Fig. 1: run 1, wires at chosen ports, followed through buffers
Scale: 4 px per um.
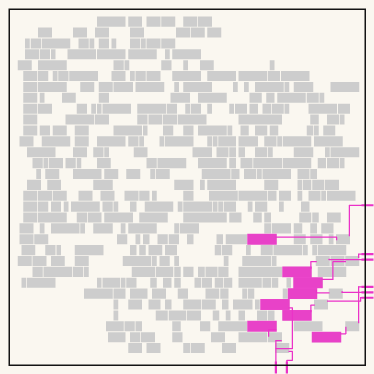
Fig. 2: run 1, local utilization
Scale: 3 px per um. 9 x 9 tiles, from dark purple (low) to yellow (high), 0 to 100% covered.
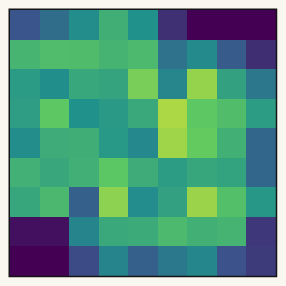
Fig. 3: run 1, sequential cells colored by netlist name
Scale: 4 px per um. Other sequential cells in the stronger gray, the rest of the logic in the fainter gray.
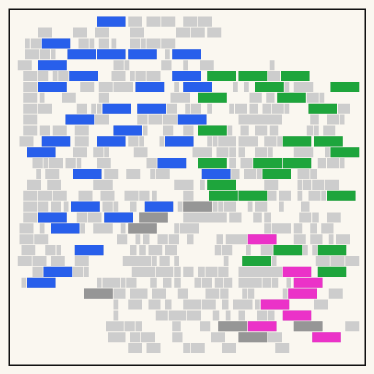
Fig. 4: run 1, the clock network
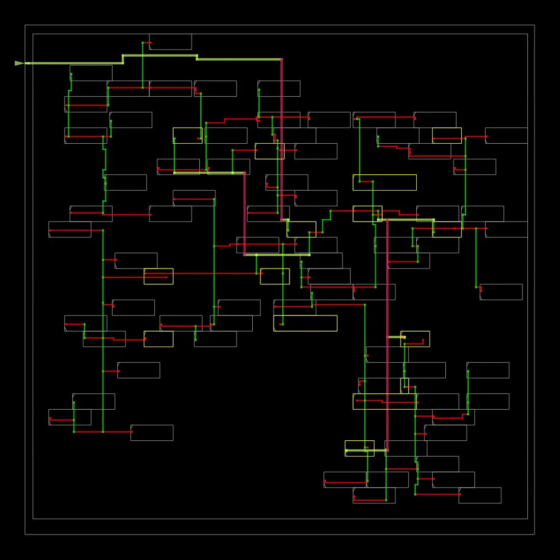
### src/rtl/digit_entry_buffer.sv
// Digit-entry buffer for the 8-digit seven-segment scan driver: push/backspace/clear
// editing of an 8-nibble hex entry with a blinking newest-digit cursor on AN_MASK.
module digit_entry_buffer #(
  parameter int          DROP_OLDEST = 1,
  parameter int unsigned BLINK_BITS  = 24
) (
  input  logic        clk,
  input  logic        RESET,
  input  logic [3:0]  DIGIT,
  input  logic        PUSH,
  input  logic        POP,
  input  logic        CLEAR,
  input  logic        BLINK_EN,
  output logic [31:0] NUMBER,
  output logic [7:0]  AN_MASK,
  output logic [3:0]  COUNT,
  output logic        FULL,
  output logic        OVERFLOW
);

  typedef enum logic [1:0] {S_EMPTY, S_PARTIAL, S_FULL} state_t;

  state_t                state, state_nxt;
  logic [31:0]           number_nxt;
  logic [3:0]            count_nxt;
  logic                  ovf_nxt;
  logic [BLINK_BITS-1:0] blink_cnt, blink_nxt;
  logic [7:0]            mask_nxt;

  always_comb begin
    state_nxt  = state;
    number_nxt = NUMBER;
    count_nxt  = COUNT;
    ovf_nxt    = OVERFLOW;
    blink_nxt  = blink_cnt + {{(BLINK_BITS-1){1'b0}}, 1'b1};

    if (CLEAR) begin
      state_nxt  = S_EMPTY;
      number_nxt = '0;
      count_nxt  = '0;
      ovf_nxt    = 1'b0;
    end else if (POP) begin
      if (state != S_EMPTY) begin
        number_nxt = {4'h0, NUMBER[31:4]};
        count_nxt  = COUNT - 4'd1;
        state_nxt  = (COUNT == 4'd1) ? S_EMPTY : S_PARTIAL;
        blink_nxt  = '0;
      end
    end else if (PUSH) begin
      if (state == S_FULL) begin
        ovf_nxt = 1'b1;
        // A rejected push is not an executed command, so the blink phase runs on.
        if (DROP_OLDEST != 0) begin
          number_nxt = {NUMBER[27:0], DIGIT};
          blink_nxt  = '0;
        end
      end else begin
        number_nxt = {NUMBER[27:0], DIGIT};
        count_nxt  = COUNT + 4'd1;
        state_nxt  = (COUNT == 4'd7) ? S_FULL : S_PARTIAL;
        blink_nxt  = '0;
      end
    end

    // Mask is built from next-state values so AN_MASK tracks COUNT on the same edge.
    mask_nxt = '1;
    for (int unsigned i = 0; i < 8; i++) begin
      mask_nxt[i] = (4'(i) >= count_nxt);
    end
    mask_nxt[0] = mask_nxt[0] | (BLINK_EN & blink_nxt[BLINK_BITS-1] & (count_nxt != 4'd0));
  end

  always_ff @(posedge clk) begin
    if (RESET) begin
      state     <= S_EMPTY;
      NUMBER    <= '0;
      COUNT     <= '0;
      OVERFLOW  <= 1'b0;
      blink_cnt <= '0;
      AN_MASK   <= '1;
    end else begin
      state     <= state_nxt;
      NUMBER    <= number_nxt;
      COUNT     <= count_nxt;
      OVERFLOW  <= ovf_nxt;
      blink_cnt <= blink_nxt;
      AN_MASK   <= mask_nxt;
    end
  end

  assign FULL = (state == S_FULL);

endmodule
### config.mk
export PLATFORM = sky130hd
export DESIGN_NAME = digit_entry_buffer
export DESIGN_NICKNAME = d
export VERILOG_FILES = /design/src/rtl/digit_entry_buffer.sv
export SDC_FILE = /design/constraint.sdc
export NUM_CORES = 1
export LEC_CHECK = 0
export ABC_AREA = 0
export CORE_UTILIZATION = 43
export CTS_CLUSTER_SIZE = 20
export DETAILED_ROUTE_END_ITERATION = 10
export PLACE_DENSITY = 0.67
export SYNTH_ARGS = -nofsm -noshare
export SYNTH_HDL_FRONTEND = slang
export SYNTH_SLANG_ARGS = --single-unit
### constraint.sdc
create_clock -name clk -period 3.1 [get_ports clk]
set_input_delay 0.775 -clock clk [delete_from_list [all_inputs] [get_ports clk]]
set_output_delay 0.775 -clock clk [all_outputs]
set_load 0.02 [all_outputs]
==> impl_metrics.toml, run 1 <==
# synthesis and place-and-route metrics
[layout]
mostFrequentLayoutCells = "dfxtp_1 (71), nor2_1 (65), clkdlybuf4s50_1 (54), mux2i_1 (29), a211oi_1 (29)"
fillers = 665
area_delta_synth_final_pct = 25.1
lay_top_count = "dfxtp_1"
fin_nets = 401
n_antenna_cell = 0

[final_timing]
slew_violations = 0
post-route-period-util_pct = 79.3
worst_slack_ns = 0.641
setup_tns_ns = 0
post-route-min-period_ns = 2.46
setup_viol = 0
rsz0062_at_grt = "no"
slew_headroom_pct = 66.2
hold_violations = 0

[place]
dpl.hpwl_mm = 4.42
preCtsSetupSlack_ns = 0.471
gp_congestion = 0.752

[route]
dr.first_iter.drc_count = 57
wire_per_inst_um = 13.6
routed.top_layer = "met4"
vias = 2499
ant_nets = 0
wl_mm = 6.67
drc = 0
dr_wl_met2_mm = 2.99
via_per_inst = 5.10
wl_met1_mm = 3.24

[grt]
grt_overflow = 0
grt_max_degree = 57
grt_pass1_wl_mm = 11.1
first_global_vias = 2362
use_met3_pct = 6.16
grtUsageMet1_pct = 23.4
grt_use_total_pct = 18.2
grt_antenna_before_repair = 0

[logic_synthesis]
synth.distinct_cells = 48
ys.flop_type = "dfxtp_1"
yosys-stat-cells = 340
synthCells = 340
yosysWarnings = 0
syn_area_um2 = 3220
ys_seq_share_pct = 44.1
synth_flops = 71
fp_nets = 354
async_flop_share_pct = 0
edf_count = 0
avgSynthCellArea_um2 = 9.48
ys_area_um2 = 3220

[die]
fp.coreArea_um2 = 7250
dieArea_um2 = 7850
fp-utilization_pct = 44.5
die_w_um = 88.6
die_h_um = 88.6
placementRows = 31

[cts]
clk_path_buf_depth = 2
numCtsBuffers = 9
clock_latency_ns = 0.34
holdBufCountCts = 0
path_clk_slew_ns = 0.07
htree_levels = 3
cts_tree = "done"
post_cts_resized = 0
clock-root-buffer = "clkbuf_8"

[worst_setup_path]
critical_path.startpoint_type = "register"
path_max_fanout = 7
crit_path_end_kind = "primary output"
required_ns = 2.32
critical_path_class = "register to primary output"
critPathSlowestCell = "clkdlybuf4s50_1"
reg2reg_depth = 7
arrival_ns = 1.68
path_cells = "nor2b_4 > clkdlybuf4s50_1"
slowest_delay_ns = 0.61

[power_and_ir_drop]
p_int_uw = 1610
irDropWorstVdd_v = 0.000214
pwr-share-comb_pct = 10.8
leakagePower_uw = 0.00150
switching_share_pct = 22.9
p_sw_uw = 480
p_per_area_nw_per_um2 = 519

[flow_run]
max_cap_viol_count = 0
warnings = 28

[outcome]
status = "finished, final reports clean"

[min_path]
hp-class = "register to register"
min_path_cells = 1
About Fig. 1:
port	color	direction	end cells	buffers	wire
AN_MASK	magenta	output	8	8	114 um
num ports: 56
I/O Buffers: 55

About Fig. 2:
mean over tiles	50%
fullest tile	87%
emptiest ninth of the die	bottom left
nearly empty tiles	6.2%
tiles over 75% full	8.6%

About Fig. 3:
name in the netlist	color	sequential cells
blink_cnt	green	24
NUMBER	blue	32
AN_MASK	magenta	8
not colored	7
P_seq: 965 uW
fin util: 55.6%

About Fig. 4:
clk sink count: 71
clock network power: 901 uW
Clock Skew: 0.00575 ns

run 1: sequential cells by signal (all words and copies together), names as in the netlist:
register	flops
AN_MASK	8
COUNT	4
NUMBER	32
OVERFLOW	1
blink_cnt	24
state	2
run 1: final cells by class:
| type | count | share of cell area (%) |
|---|---|---|
| clock inverters | 3 | 2.23 |
| repair buffers | 60 | 14.5 |
| flip-flops and latches | 71 | 35.2 |
| multi-input cells | 240 | 40.7 |
| inverters | 5 | 0.465 |
| clock buffers | 12 | 3.85 |
| well taps | 99 | 3.07 |
run 1: kinds of logic (layout without fill, tap and decap cells):
kind of cell | after synthesis | count (layout) | share of synthesized area, %
buffers and inverters | 29 | 80 | 5.01
AND-OR/OR-AND | 53 | 53 | 12.4
flip-flops | 71 | 71 | 44.1
AND/OR/NAND/NOR | 128 | 128 | 20.5
XOR/XNOR | 26 | 26 | 7.53
adder cells (fa/ha/maj) | 4 | 4 | 1.55
multiplexers | 29 | 29 | 9.00
run 1: power by group through the flow:
stage	Clock [uW]	Sequential (uW)	Combinational, uW
floorplan	0	1000	131
global placement	0	986	225
detailed placement	0	986	228
CTS	925	965	229
global route	969	969	249
finish	901	965	227
run 1: stage by stage:
| stage | instance area [um^2] | hold WS, ns | power, uW | cells |
|---|---|---|---|---|
| global placement | 3790 | 0.457 | 1210 | 475 |
| detailed placement | 3790 | 0.471 | 1210 | 475 |
| finish | 4030 | 0.492 | 2090 | 490 |
| global route | 4030 | 0.513 | 2190 | 490 |
| floorplan | 3220 | 0.438 | 1140 | 340 |
| CTS | 4030 | 0.488 | 2120 | 490 |
run 1: final timing paths:
kind / startpoint / end / slack, ns
setup / recovery: state[1] / FULL / 0.64
hold / removal: blink_cnt[0] / blink_cnt[0] / 0.49
setup reg to reg: COUNT[1] / AN_MASK[0] / 1.06
hold reg to reg: blink_cnt[0] / blink_cnt[0] / 0.49
run 1: critical path: cells and delay by family, from the launching register on:
| kind | cells | cell delay, ns |
|---|---|---|
| buffers and inverters | 1 | 0.61 |
| DFF | 1 | 0.50 |
| and+or+nand+nor | 1 | 0.24 |
run 1: Yosys cell counts, types with 2 or more instances:
cell / number / share of area [%]
nor3b_1: 2 / 0.47
o21ai_1: 2 / 0.31
clkbuf_1: 3 / 0.35
nand3b_1: 4 / 0.93
buf_6: 2 / 0.70
mux2i_1: 29 / 9.0
and3_1: 6 / 1.2
a211oi_1: 29 / 6.8
ha_1: 4 / 1.6
xnor2_1: 5 / 1.4
and4_1: 5 / 1.4
buf_4: 6 / 1.4
buf_2: 12 / 1.9
o21ai_0: 3 / 0.47
nand4_1: 7 / 1.4
and2_1: 2 / 0.39
o21a_1: 2 / 0.47
dfxtp_1: 71 / 44
inv_1: 5 / 0.58
nor3_1: 6 / 0.93
a21oi_1: 7 / 1.1
a22oi_1: 4 / 0.93
nor2_1: 65 / 7.6
nand3_1: 11 / 1.7
nand2_1: 7 / 0.82
xor2_1: 19 / 5.2
Fig. 5: run 1, selected gate families
Scale: 6 px per um.
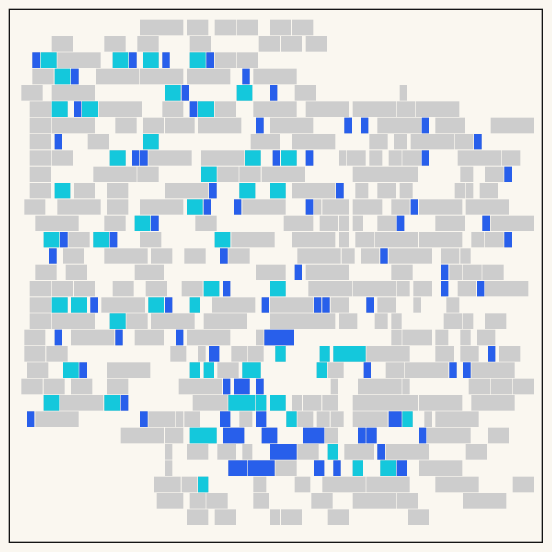

--- run 2 (diff from run 1) ---
clock period = 2.5 ns   (was 3.1 ns; I/O delays follow)
Fig. 6: run 2, selected gate families
Scale: 6 px per um.
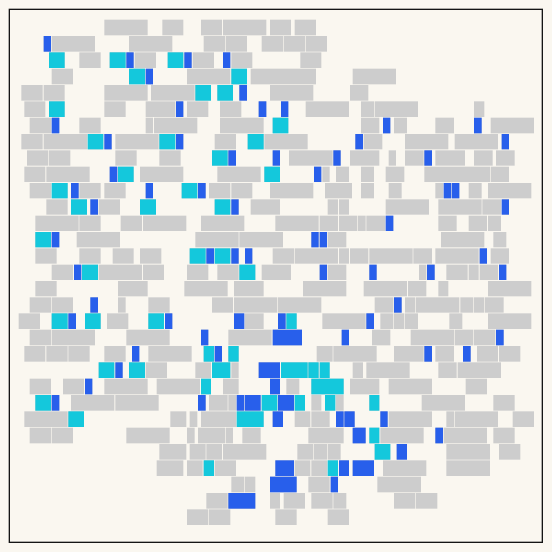
family	color	cells	most used
NOR gates	blue	80	nor2_1
inverting AOI/OAI gates	cyan	50	a211oi_1

Fig. 7: run 2, local utilization
Scale: 3 px per um. 9 x 9 tiles, from dark purple (low) to yellow (high), 0 to 100% covered.
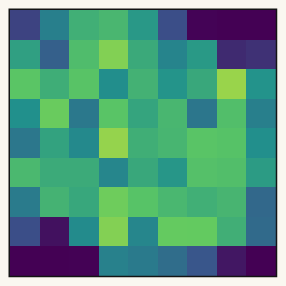
fullest tile	84%
nearly empty tiles	8.6%
emptiest ninth of the die	bottom left
tiles over 75% full	9.9%
mean over tiles	50%
Initial Utilization: 44.5%
fin util: 55.5%
core area: 7250 um^2

==> run 2 against run 1 <==
Against the previous run:
- die area did not move
- synthesized area did not move
- core utilization fell by 0.16 points
- sequential share of layout area rose by 0.099 points
- cell count rose by 0.41%
- worst setup slack got worse by 0.48 ns
- worst hold slack improved by 0.0032 ns
- total power rose by 18%
- critical endpoint unchanged
==> impl_metrics.toml, run 2 <==
# synthesis and place-and-route metrics
[place]
preCtsSetupSlack_ns = 0.0595
dpl.hpwl_mm = 4.45
gp_congestion = 0.749
numPortBuffers = 55
placed_cells = 476

[min_path]
min_from = "blink_cnt[0]"
min_path_cells = 1

[final_timing]
post-route-min-period_ns = 2.34
setup_tns_ns = 0
slew_violations = 0
post-route-period-util_pct = 93.7

[power_and_ir_drop]
p_total_uw = 2470
p_per_area_nw_per_um2 = 615

[route]
vias = 2495
via_per_inst = 5.07
ant_nets = 0
wire_per_inst_um = 13.6
wl_mm = 6.67
drc = 0

[grt]
grt_max_degree = 57
grt_overflow = 0
grt_use_total_pct = 18.3
grt_pass1_wl_mm = 10.9

[logic_synthesis]
ys.flop_type = "dfxtp_1"
area_leaders = "dfxtp_1 (44%), mux2i_1 (9.0%), nor2_1 (7.6%)"
yosysTopAreaCell = "dfxtp_1"
yosysWarnings = 0
yosys-stat-cells = 340
ys_area_um2 = 3220
async_flop_share_pct = 0
ys_seq_share_pct = 44.1
synthCells = 340
edf_count = 0
avgSynthCellArea_um2 = 9.48

[die]
die_w_um = 88.6
die_h_um = 88.6
dieArea_um2 = 7850
placementRows = 31

[layout]
top_register = "NUMBER"
lay_top_count = "dfxtp_1"
mostFrequentLayoutCells = "dfxtp_1 (71), nor2_1 (65), clkdlybuf4s50_1 (54), mux2i_1 (29), a211oi_1 (29)"
n_antenna_cell = 0
largest_reg_flops = 32

[cts]
numCtsBuffers = 9
htree_levels = 3
path_clk_slew_ns = 0.07
clock_latency_ns = 0.34

[worst_setup_path]
rrSetupSlack_ns = 0.49
crit_start = "state[1]"
required_ns = 1.88
arrival_ns = 1.72
reg2reg_depth = 7
r2r_start = "COUNT[0]"

[outcome]
status = "finished, final reports clean"
[run 2: cell counts after synthesis]
No cell type changed its count.
[run 2: kinds of logic after synthesis]
group / synth area share, %
AND/OR/NAND/NOR: 20.5
flip-flops: 44.1
AND-OR/OR-AND: 12.4
buffers and inverters: 5.01
multiplexers: 9.00
XOR/XNOR: 7.53
adder cells (fa/ha/maj): 1.55
[run 2: final cells by class]
cell class / instances / area [um^2]
Fill cell: 668 / 3230
Multi-Input combinational cell: 240 / 1640
Sequential cell: 71 / 1420
Timing Repair Buffer: 61 / 603
Clock buffer: 11 / 131
Tap cell: 99 / 124
Clock inverter: 5 / 82.6
Inverter: 5 / 18.8
[run 2: worst max-delay path by stage]
stage,end
floorplan,AN_MASK[6]
global placement,AN_MASK[2]
detailed placement,AN_MASK[2]
CTS,FULL
global route,FULL
finish,FULL
[run 2: per-layer routing]
metal / up-vias / part of all wire, %
li1: 1299 / -
met1: 1138 / 49
met5: - / 0
met4: 0 / 0.66
met2: 54 / 44
met3: 4 / 6.4
[run 2: per-stage QoR]
step / utilization, % / area, um^2 / hold WS, ns
floorplan: - / 3220 / 0.438
global placement: 52.5 / 3810 / 0.456
detailed placement: 52.5 / 3810 / 0.491
CTS: 55.5 / 4020 / 0.506
global route: 55.5 / 4020 / 0.530
finish: 55.5 / 4020 / 0.495
[run 2: power breakdown]
group          internal (uW)  leakage, uW  total (uW)  switching [uW]
registers               1160     0.000576        1190            32.5
logic                    129     0.000807         286             157
clock network            565     0.000107         994             429
total                   1860      0.00149        2470             619
[run 2: critical path: stages (launching register included)]
cell	delay (ns)
dfxtp_1	0.51
nor2b_4	0.25
clkdlybuf4s50_1	0.62
Fig. 8: run 2, wires at chosen ports, followed through buffers
Scale: 4 px per um.
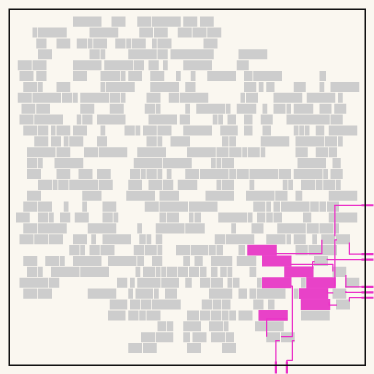

--- run 3 (diff from run 2) ---
SETUP_SLACK_MARGIN = 0.15   (was not set)
SLEW_MARGIN = 20   (was not set)
Fig. 9: run 3, wires at chosen ports, followed through buffers
Scale: 4 px per um.
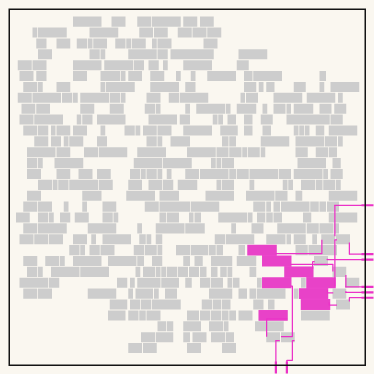
port	color	direction	end cells	buffers	wire
AN_MASK	magenta	output	8	8	129 um

==> run 3 against run 2 <==
Against the previous run:
- clock-buffer cell count unchanged
- die area did not move
- non-clock buffer count unchanged
- combinational power hardly changed
- register-to-register slack about the same
- sequential power hardly changed
- cell count is the same
- clock power barely moved
- global-route usage unchanged
- critical endpoint unchanged
- largest power group unchanged
==> impl_metrics.toml, run 3 <==
# synthesis and place-and-route metrics
[outcome]
status = "finished, final reports clean"

[logic_synthesis]
ys_seq_share_pct = 44.1
yosys-stat-cells = 340
async_flop_share_pct = 0
avgSynthCellArea_um2 = 9.48
ys.flop_type = "dfxtp_1"
yosysTopAreaCell = "dfxtp_1"
area_leaders = "dfxtp_1 (44%), mux2i_1 (9.0%), nor2_1 (7.6%)"

[grt]
grt_pass1_wl_mm = 10.9
grt_overflow = 0
grt_use_total_pct = 18.3

[worst_setup_path]
required_ns = 1.88
arrival_ns = 1.59

[power_and_ir_drop]
p_per_area_nw_per_um2 = 615
switching_share_pct = 25.0
pwr-share-comb_pct = 11.6
p_clk_share_pct = 40.1
pwr-share-seq_pct = 48.3
p_int_uw = 1860

[final_timing]
post-route-period-util_pct = 88.7
post-route-min-period_ns = 2.22
slew_violations = 0

[die]
fp.coreArea_um2 = 7250
placementRows = 31
dieArea_um2 = 7850
die_w_um = 88.6
die_h_um = 88.6

[layout]
lay_top_count = "dfxtp_1"
mostFrequentLayoutCells = "dfxtp_1 (70), nor2_1 (65), clkdlybuf4s50_1 (54), mux2i_1 (29), a211oi_1 (29)"
largest_reg_flops = 32

[cts]
clock_latency_ns = 0.34
path_clk_slew_ns = 0.07
numCtsBuffers = 9

[route]
wire_per_inst_um = 13.5
vias = 2498
ant_nets = 0
drc = 0
wl_mm = 6.66

[place]
gp_congestion = 0.749
dpl.hpwl_mm = 4.45
Fig. 10: run 3, local utilization
Scale: 3 px per um. 9 x 9 tiles, from dark purple (low) to yellow (high), 0 to 100% covered.
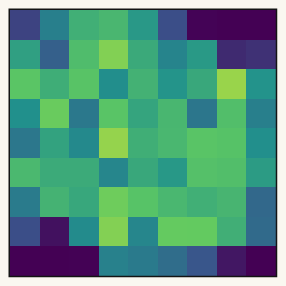
nearly empty tiles	8.6%
emptiest ninth of the die	bottom left
tiles over 75% full	9.9%
mean over tiles	50%
fullest tile	84%
fin util: 55.5%

-- run 3: netlist changes by cell type in the layout (fill, tap and decap cells not counted) --
cell     change
dfxtp_1      -1
dfxtp_2      +1
-- run 3: final timing paths --
path	startpoint	end	slack [ns]	cells past startpoint
worst max-delay path	state[1]	FULL	0.28	2
worst min-delay path	blink_cnt[0]	blink_cnt[0]	0.49	1
worst max register to register	COUNT[0]	AN_MASK[6]	0.49	7
worst min register to register	blink_cnt[0]	blink_cnt[0]	0.49	1
-- run 3: cell families (layout without fill, tap and decap cells) --
logic type / count (synthesis) / after routing / synth area share [%]
buffers and inverters: 29 / 82 / 5.01
muxes: 29 / 29 / 9.00
xor gates and xnor gates: 26 / 26 / 7.53
AOI/OAI and AO/OA: 53 / 53 / 12.4
and+or+nand+nor: 128 / 128 / 20.5
adders and majority gates: 4 / 4 / 1.55
DFF: 71 / 71 / 44.1
-- run 3: area by class of cell --
cell class / count / area, um^2 / share of cell area, %
inverters: 5 / 18.8 / 0.466
repair buffers: 61 / 603 / 15.0
well taps: 99 / 124 / 3.08
clock buffers: 11 / 131 / 3.26
clock inverters: 5 / 82.6 / 2.05
flip-flops and latches: 71 / 1420 / 35.4
multi-input cells: 240 / 1640 / 40.8
-- run 3: power groups by stage --
stage	Combinational (uW)	Clock (uW)	Sequential, uW
after floorplan	163	0	1250
after global placement	285	0	1220
after detailed placement	288	0	1220
after CTS	289	1010	1200
after global routing	313	1070	1200
final	286	993	1190
-- run 3: layer usage --
layer	part of all wire, %	routed length [um]
met4	0.66	44
met3	6.3	419
met2	44	2940
met5	0	0
met1	49	3260
-- run 3: stage by stage --
step	hold WS [ns]	total power (uW)	setup slack, ns	cell area (um^2)
after floorplan	0.438	1410	0.585	3220
after global placement	0.456	1510	0.106	3810
after detailed placement	0.491	1510	0.0595	3810
after CTS	0.506	2500	0.260	4020
after global routing	0.530	2580	0.219	4020
final	0.494	2470	0.282	4020
-- run 3: critical path: stages (launching register included) --
cell and delay [ns]:
dfxtp_2 0.43, nor2b_4 0.21, clkdlybuf4s50_1 0.62
Power and IR drop assume default switching activity.
